**config.mk**
```make
export PLATFORM = sky130hd
export DESIGN_NAME = accumulator_cpu
export DESIGN_NICKNAME = d
export VERILOG_FILES = /design/src/rtl/cpu_pkg.sv /design/src/rtl/cpu_alu.sv /design/src/rtl/accumulator_cpu.sv
export SDC_FILE = /design/constraint.sdc
export NUM_CORES = 1
export LEC_CHECK = 0
export ABC_AREA = 0
export CAP_MARGIN = 25
export CORE_MARGIN = 1.5
export CORE_UTILIZATION = 55
export DETAILED_ROUTE_END_ITERATION = 10
export GPL_ROUTABILITY_DRIVEN = 0
export PLACE_DENSITY = 0.8
export SYNTH_ARGS = -nofsm -noshare
export SYNTH_HDL_FRONTEND = slang
export SYNTH_SLANG_ARGS = --single-unit
```
**constraint.sdc**
```tcl
create_clock -name clk -period 3.83 [get_ports clk]
set_input_delay 0.766 -clock clk [delete_from_list [all_inputs] [get_ports clk]]
set_output_delay 0.766 -clock clk [all_outputs]
set_load 0.02 [all_outputs]
```
**src/rtl/cpu_pkg.sv**
```systemverilog
// Shared definitions for the accumulator CPU: bus widths, opcode encodings,
// the control FSM state type and a small opcode classification helper.
package cpu_pkg;

  localparam int ADDR_W = 12;
  localparam int DATA_W = 16;
  localparam int OP_W   = 4;

  localparam logic [OP_W-1:0] OP_NOP   = 4'h0;
  localparam logic [OP_W-1:0] OP_LDI   = 4'h1;
  localparam logic [OP_W-1:0] OP_ADD   = 4'h2;
  localparam logic [OP_W-1:0] OP_SUB   = 4'h3;
  localparam logic [OP_W-1:0] OP_AND   = 4'h4;
  localparam logic [OP_W-1:0] OP_OR    = 4'h5;
  localparam logic [OP_W-1:0] OP_NOT   = 4'h6;
  localparam logic [OP_W-1:0] OP_XOR   = 4'h7;
  localparam logic [OP_W-1:0] OP_STORE = 4'h8;
  localparam logic [OP_W-1:0] OP_JMP   = 4'h9;
  localparam logic [OP_W-1:0] OP_LOAD  = 4'hA;
  localparam logic [OP_W-1:0] OP_JZ    = 4'hB;
  localparam logic [OP_W-1:0] OP_JN    = 4'hC;
  localparam logic [OP_W-1:0] OP_HALT  = 4'hF;

  typedef enum logic [1:0] {
    ST_FETCH = 2'd0,
    ST_EXEC  = 2'd1,
    ST_STORE = 2'd2,
    ST_HALT  = 2'd3
  } state_t;

  // True for opcodes whose only effect is a new accumulator value from the ALU.
  function automatic logic is_acc_op(input logic [OP_W-1:0] op);
    logic r;
    case (op)
      OP_LDI, OP_ADD, OP_SUB, OP_AND,
      OP_OR, OP_NOT, OP_XOR, OP_LOAD: r = 1'b1;
      default:                        r = 1'b0;
    endcase
    return r;
  endfunction

endpackage

```
**src/rtl/cpu_alu.sv**
```systemverilog
// Combinational accumulator ALU.
// Ports:
//   opcode  - IR[15:12] of the executing instruction
//   acc     - current accumulator
//   operand - memory word M at IR[11:0]
//   imm     - IR[11:0], used as the zero-extended LDI immediate
//   result  - next accumulator value for LDI..XOR and LOAD; ACC otherwise
module cpu_alu
  import cpu_pkg::*;
(
  input  logic [OP_W-1:0]   opcode,
  input  logic [DATA_W-1:0] acc,
  input  logic [DATA_W-1:0] operand,
  input  logic [ADDR_W-1:0] imm,
  output logic [DATA_W-1:0] result
);

  logic [DATA_W-1:0] result_s;

  // Select the accumulator update for the current opcode; arithmetic wraps mod 2^16.
  always_comb begin
    result_s = acc;
    case (opcode)
      OP_LDI:  result_s = {{(DATA_W-ADDR_W){1'b0}}, imm};
      OP_ADD:  result_s = acc + operand;
      OP_SUB:  result_s = acc - operand;
      OP_AND:  result_s = acc & operand;
      OP_OR:   result_s = acc | operand;
      OP_NOT:  result_s = ~acc;
      OP_XOR:  result_s = acc ^ operand;
      OP_LOAD: result_s = operand;
      default: result_s = acc;
    endcase
  end

  assign result = result_s;

endmodule

```
**src/rtl/accumulator_cpu.sv**
```systemverilog
// Multicycle 16-bit accumulator CPU sharing one address bus between
// instruction fetch and data access to an external combinational memory.
// Ports:
//   clk      - system clock, rising edge
//   reset    - asynchronous active-low reset
//   mem_in   - data word at address
//   instr_in - instruction word at address
//   address  - PC in FETCH, IR[11:0] in EXEC/STORE/HALT
//   write    - one-cycle store strobe, high only in STORE
//   mem_out  - store data, always the accumulator
// All outputs come straight from flops: address and write are precomputed from
// the next state so the bus is stable and the strobe glitch-free.
module accumulator_cpu
  import cpu_pkg::*;
#(
  parameter logic [ADDR_W-1:0] RESET_PC = 12'h000
) (
  input  logic              clk,
  input  logic              reset,
  input  logic [DATA_W-1:0] mem_in,
  input  logic [DATA_W-1:0] instr_in,
  output logic [ADDR_W-1:0] address,
  output logic              write,
  output logic [DATA_W-1:0] mem_out
);

  state_t            state_r, state_nxt_s;
  logic [ADDR_W-1:0] pc_r, pc_nxt_s;
  logic [DATA_W-1:0] ir_r, ir_nxt_s;
  logic [DATA_W-1:0] acc_r, acc_nxt_s;
  logic [ADDR_W-1:0] address_r, address_nxt_s;
  logic              write_r;
  logic [DATA_W-1:0] alu_result_s;
  logic [OP_W-1:0]   opcode_s;

  assign opcode_s = ir_r[DATA_W-1:DATA_W-OP_W];

  cpu_alu u_alu (
    .opcode  (opcode_s),
    .acc     (acc_r),
    .operand (mem_in),
    .imm     (ir_r[ADDR_W-1:0]),
    .result  (alu_result_s)
  );

  // Next-state and datapath update logic for the fetch/execute/store FSM.
  always_comb begin
    state_nxt_s = state_r;
    pc_nxt_s    = pc_r;
    ir_nxt_s    = ir_r;
    acc_nxt_s   = acc_r;
    case (state_r)
      ST_FETCH: begin
        ir_nxt_s    = instr_in;
        pc_nxt_s    = pc_r + ADDR_W'(1);
        state_nxt_s = ST_EXEC;
      end
      ST_EXEC: begin
        state_nxt_s = ST_FETCH;
        // PC already holds PC+1 from FETCH; a taken branch simply overwrites it.
        if (is_acc_op(opcode_s)) begin
          acc_nxt_s = alu_result_s;
        end else begin
          case (opcode_s)
            OP_STORE: state_nxt_s = ST_STORE;
            OP_JMP:   pc_nxt_s    = ir_r[ADDR_W-1:0];
            OP_JZ: begin
              if (acc_r == {DATA_W{1'b0}}) begin
                pc_nxt_s = ir_r[ADDR_W-1:0];
              end else begin
                pc_nxt_s = pc_r;
              end
            end
            OP_JN: begin
              if (acc_r[DATA_W-1] == 1'b1) begin
                pc_nxt_s = ir_r[ADDR_W-1:0];
              end else begin
                pc_nxt_s = pc_r;
              end
            end
            OP_HALT:  state_nxt_s = ST_HALT;
            default:  state_nxt_s = ST_FETCH;
          endcase
        end
      end
      ST_STORE: state_nxt_s = ST_FETCH;
      ST_HALT:  state_nxt_s = ST_HALT;
      default:  state_nxt_s = ST_FETCH;
    endcase

    if (state_nxt_s == ST_FETCH) begin
      address_nxt_s = pc_nxt_s;
    end else begin
      address_nxt_s = ir_nxt_s[ADDR_W-1:0];
    end
  end

  // State, datapath and output registers; reset aborts any instruction in flight.
  always_ff @(posedge clk or negedge reset) begin
    if (!reset) begin
      state_r   <= ST_FETCH;
      pc_r      <= RESET_PC;
      ir_r      <= {DATA_W{1'b0}};
      acc_r     <= {DATA_W{1'b0}};
      address_r <= RESET_PC;
      write_r   <= 1'b0;
    end else begin
      state_r   <= state_nxt_s;
      pc_r      <= pc_nxt_s;
      ir_r      <= ir_nxt_s;
      acc_r     <= acc_nxt_s;
      address_r <= address_nxt_s;
      write_r   <= (state_nxt_s == ST_STORE);
    end
  end

  assign address = address_r;
  assign write   = write_r;
  assign mem_out = acc_r;

endmodule

```
==> Changelog: implementation <==
## Implementation

- Nets: 691
- Leak pwr: 2.525 nW
- FFs w/ async S/R, synth: 100.0%
- Cell row count: 33
- Vias: 4,588
- Post-synthesis cell count from yosys: 524
- Logic area: 2935 um^2
- Drt pass-1 iters: 5
- Status: finished clean
- Synthesized instance count: 524
- Die Footprint: 9018 um^2
- Most numerous logic cells after layout: clkdlybuf4s50_1 (61), dfrtp_1 (59), ha_1 (49)
- Area fraction in mux cells: 5.541%
- Critical path class: primary input to register
- Die Wd: 94.97 um
- Data required, critical path: 4.06 ns
- Syn_area_per_cell: 8.878 um^2
- Pin count of the biggest net entering global routing: 33
- Root Driver: clkbuf_8
- First-pass GRT wire length: 22,290 um
- Warnings, synthesis: 0
- Ys flop type: dfrtp_1
- Setup Skew: 0.01660 ns
- Critical-path cell list: clkdlybuf4s50_1 -> or4_1 -> nand2b_4 -> or4_4 -> o21ai_0 -> xnor2_1 -> ha_1 -> inv_1 -> o21bai_1 -> a21o_1 -> a31oi_1 -> xnor2_1 -> o21ai_1
- Yosys stat chip area: 4652 um^2
- Detail Route Antenna Nets: 0
- Routed WL: 13,790 um
- Drt first-iter violations: 377
- Hold Crit Class: primary input to asynchronous set/reset pin
- Syn nets: 608
- Synth Cell Area: 4652 um^2
- Main logic family: AND-OR/OR-AND gates
- Arrival time at the worst endpoint: 3.78 ns
- GR Util met3: 6.683%
- Post-CTS setup buffer count: 0
- Simple share: 14.74%
- Highest clock rate: 281.4 MHz
- Clk slew on worst S/H paths: 0.09 ns
- Pre-CTS setup slack: -0.06645 ns
- H-tree depth: 3
- Fin Setup TNS: 0 ns
- Worst VDD drop: 0.5375 mV
- Family with the most delay on the worst path: simple AND/OR/NAND/NOR gates
- Unique cell types: 61
- Sink Count: 59
- Setup slack after layout: 0.2760 ns
- Seq share, synth: 31.74%
- Worst Path Max Fanout: 4
- Clock Path Buffers: 2
- Part of the cycle the worst path needs: 92.79%
- Init Core Util: 56.62%
- XORs/XNORs by Area: 5.272%
- Post-CTS resize count: 0
- Critical-path top delay cell: or4_1
- Area Growth Syn to Fin: 23.88%
- CP max stage delay: 0.55 ns
- Max-Cap Viols: 0
- Core Area: 8217 um^2
- # DRC: 0
- Initial antenna violation count: 0
- IO Port Bufs: 62
- Total CTS buffers: 9
- Diode count: 0
- TritonCTS clock tree: built
- Min Tclk post-route: 3.554 ns
- Layout cells sized above 1: 13.07%
- Late-Pin Clk Latency: 0.36 ns
- Crit end category: register
- Via density: 6.399
- Placed Cells incl. Taps: 700
- Measured slew at the worst slew-check pin: 0.9386 ns
- RSZ-0062 raised after global routing: no
- Post-synthesis register bit count: 59
- DP HPWL: 9889 um
- CP most frequent cell: xnor2_1
- Adder Share, Synth: 13.61%
- Buf+Inv Stages, Crit Path: 2
- Grt ovf: 0
- Flip-flops with a built-in enable: 0
- Tool warnings: 43
- Fin. Hold Viols: 0
- Hold_buf cts: 0
[final timing paths]
path	start	to	slack, ns	depth (start not counted)
hold / removal	reset	pc_r[8]	0.49	1
min in group clk	pc_r[10]	pc_r[10]	0.49	1
setup / recovery	mem_in[5]	mem_out[15]	0.28	13
setup reg to reg	ir_r[13]	mem_out[11]	0.65	13
hold reg to reg	pc_r[10]	pc_r[10]	0.49	1
max in group asynchronous	reset	pc_r[3]	2.60	2
[Yosys cell counts (3+ instances only)]
| cell type | instances | share of area, % |
|---|---|---|
| xor2_1 | 7 | 1.3 |
| nor4_1 | 6 | 0.81 |
| a22oi_1 | 4 | 0.65 |
| buf_2 | 3 | 0.32 |
| o21bai_1 | 3 | 0.48 |
| o21ai_0 | 26 | 2.8 |
| mux2_2 | 22 | 5.3 |
| inv_1 | 39 | 3.1 |
| o22a_1 | 5 | 0.94 |
| and2_1 | 6 | 0.81 |
| a21oi_1 | 34 | 3.7 |
| nand3_1 | 9 | 0.97 |
| nor2_1 | 41 | 3.3 |
| o31ai_1 | 10 | 1.6 |
| dfrtp_1 | 59 | 32 |
| nor2b_1 | 8 | 1.1 |
| nand4_1 | 4 | 0.54 |
| a211oi_1 | 9 | 1.5 |
| a21o_1 | 3 | 0.48 |
| o22ai_1 | 9 | 1.2 |
| xnor2_1 | 21 | 4.0 |
| and3_1 | 5 | 0.67 |
| ha_1 | 49 | 13 |
| clkbuf_1 | 20 | 1.6 |
| nor3_1 | 5 | 0.54 |
| a221oi_1 | 15 | 2.8 |
| a31oi_1 | 7 | 0.94 |
| nand2_1 | 42 | 3.4 |
| a221o_1 | 3 | 0.65 |
| o211ai_1 | 8 | 1.3 |
[cells by family after synthesis]
| logic type | after synthesis |
|---|---|
| and+or+nand+nor | 141 |
| adders and majority gates | 50 |
| muxes | 23 |
| xor gates and xnor gates | 28 |
| AOI/OAI and AO/OA | 160 |
| buffers and inverters | 63 |
| DFF | 59 |
[metal layers]
layer | wire length (um) | part of all wire, % | vias to the layer above
met3 | 1172 | 8.5 | 49
met4 | 394 | 2.9 | 0
met2 | 6655 | 48 | 240
li1 | - | - | 2096
met1 | 5571 | 40 | 2203
met5 | 0 | 0 | -
[power breakdown]
part           switching (mW)  internal [mW]  total (mW)
logic                    1.86           1.58        3.44
registers               0.453          0.943        1.40
clock network           0.282          0.318       0.600
[cell type report]
| class | count | area share [%] |
|---|---|---|
| multi-input cells | 402 | 50.93 |
| well taps | 105 | 2.280 |
| flip-flops and latches | 59 | 25.62 |
| repair buffers | 96 | 15.11 |
| clock buffers | 10 | 2.388 |
| inverters | 39 | 2.540 |
| clock inverters | 6 | 1.129 |
[through the flow]
stage / area, um^2 / utilization, % / hold slack (ns) / power, mW
3_3_place_gp: 5553 / 67.58 / 0.4579 / 4.593
4_1_cts: 5756 / 70.05 / 0.4801 / 5.363
5_1_grt: 5763 / 70.14 / 0.4982 / 5.832
2_1_floorplan: 4652 / - / 0.4387 / 3.586
3_5_place_dp: 5553 / 67.58 / 0.4694 / 4.734
6_report: 5763 / 70.14 / 0.4914 / 5.436
[flip-flops by register name, indices dropped and copies added, names as in the netlist]
register and count:
ir_r 16, write 1, address 12, pc_r 12, state_r 2, mem_out 16
Fig. 1: signal wires by layer
Scale bar: 20 um. Two of the layers only.
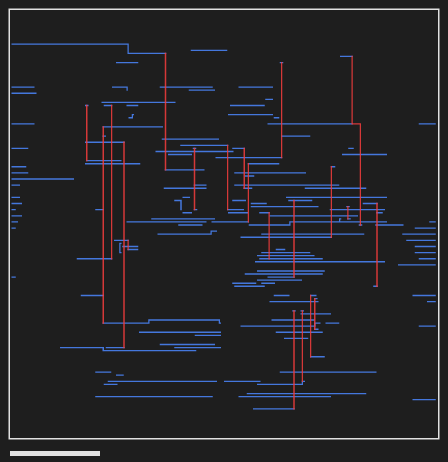
Red is metal 4, wire length 395 um. Blue is metal 3, wire length 1,170 um.

Fig. 2: logic cells by family
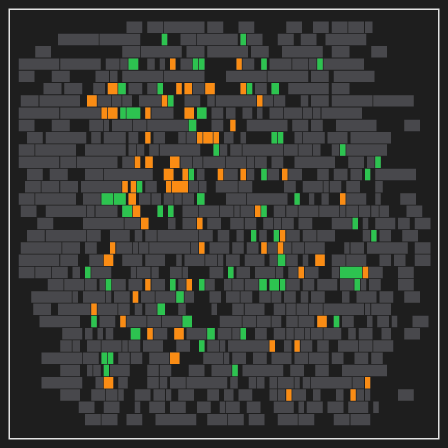
Green is nand cells, cells 61, most used nand2_1. Orange is nor cells, cells 61, most used nor2_1.

Fig. 3: cells coloured by class
Scale bar: 20 um.
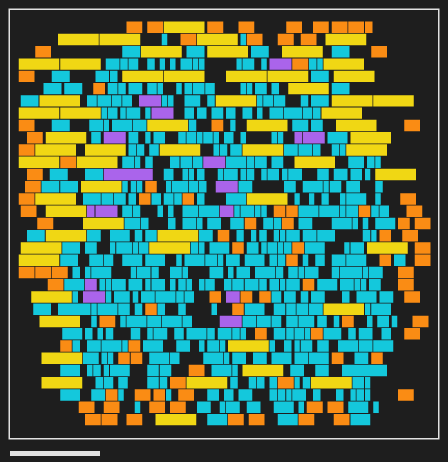
Purple is clock drivers and dummy loads, cells 16, share of their area 3.6%. Yellow is sequential cells, cells 59, share of their area 26%. Cyan is combinational and other logic, cells 441, share of their area 55%. Orange is remaining buffers and delay cells, cells 96, share of their area 15%.

Fig. 4: routing congestion
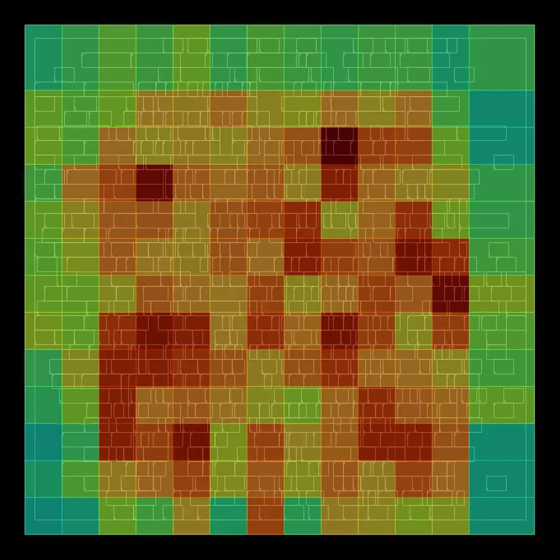
met2 GRT Util: 53.81%
Top Usage Layer GRT: met2
Overall Global Routing Usage: 32.65%
met1 usage: 41.37%
wire per inst: 19.24 um

Fig. 5: where the registers sit
Scale bar: 20 um. Other sequential cells in the stronger grey, the rest of the logic in the fainter grey.
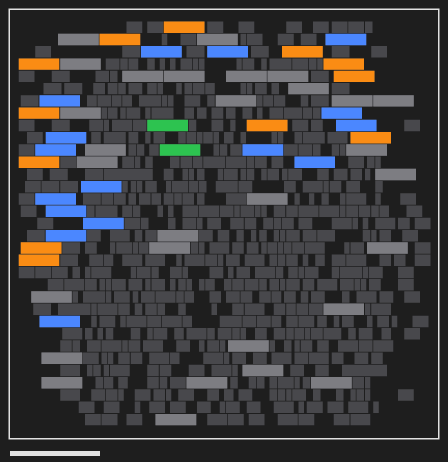
Blue is ir_r, placed flops 16. Orange is address, placed flops 12. Green is state_r, placed flops 2.
final core utilization: 70.14%
sequential cell power: 1.40 mW
Sequential Area: 1476 um^2

No activity file was given, so power comes from the tool's default toggle rates.
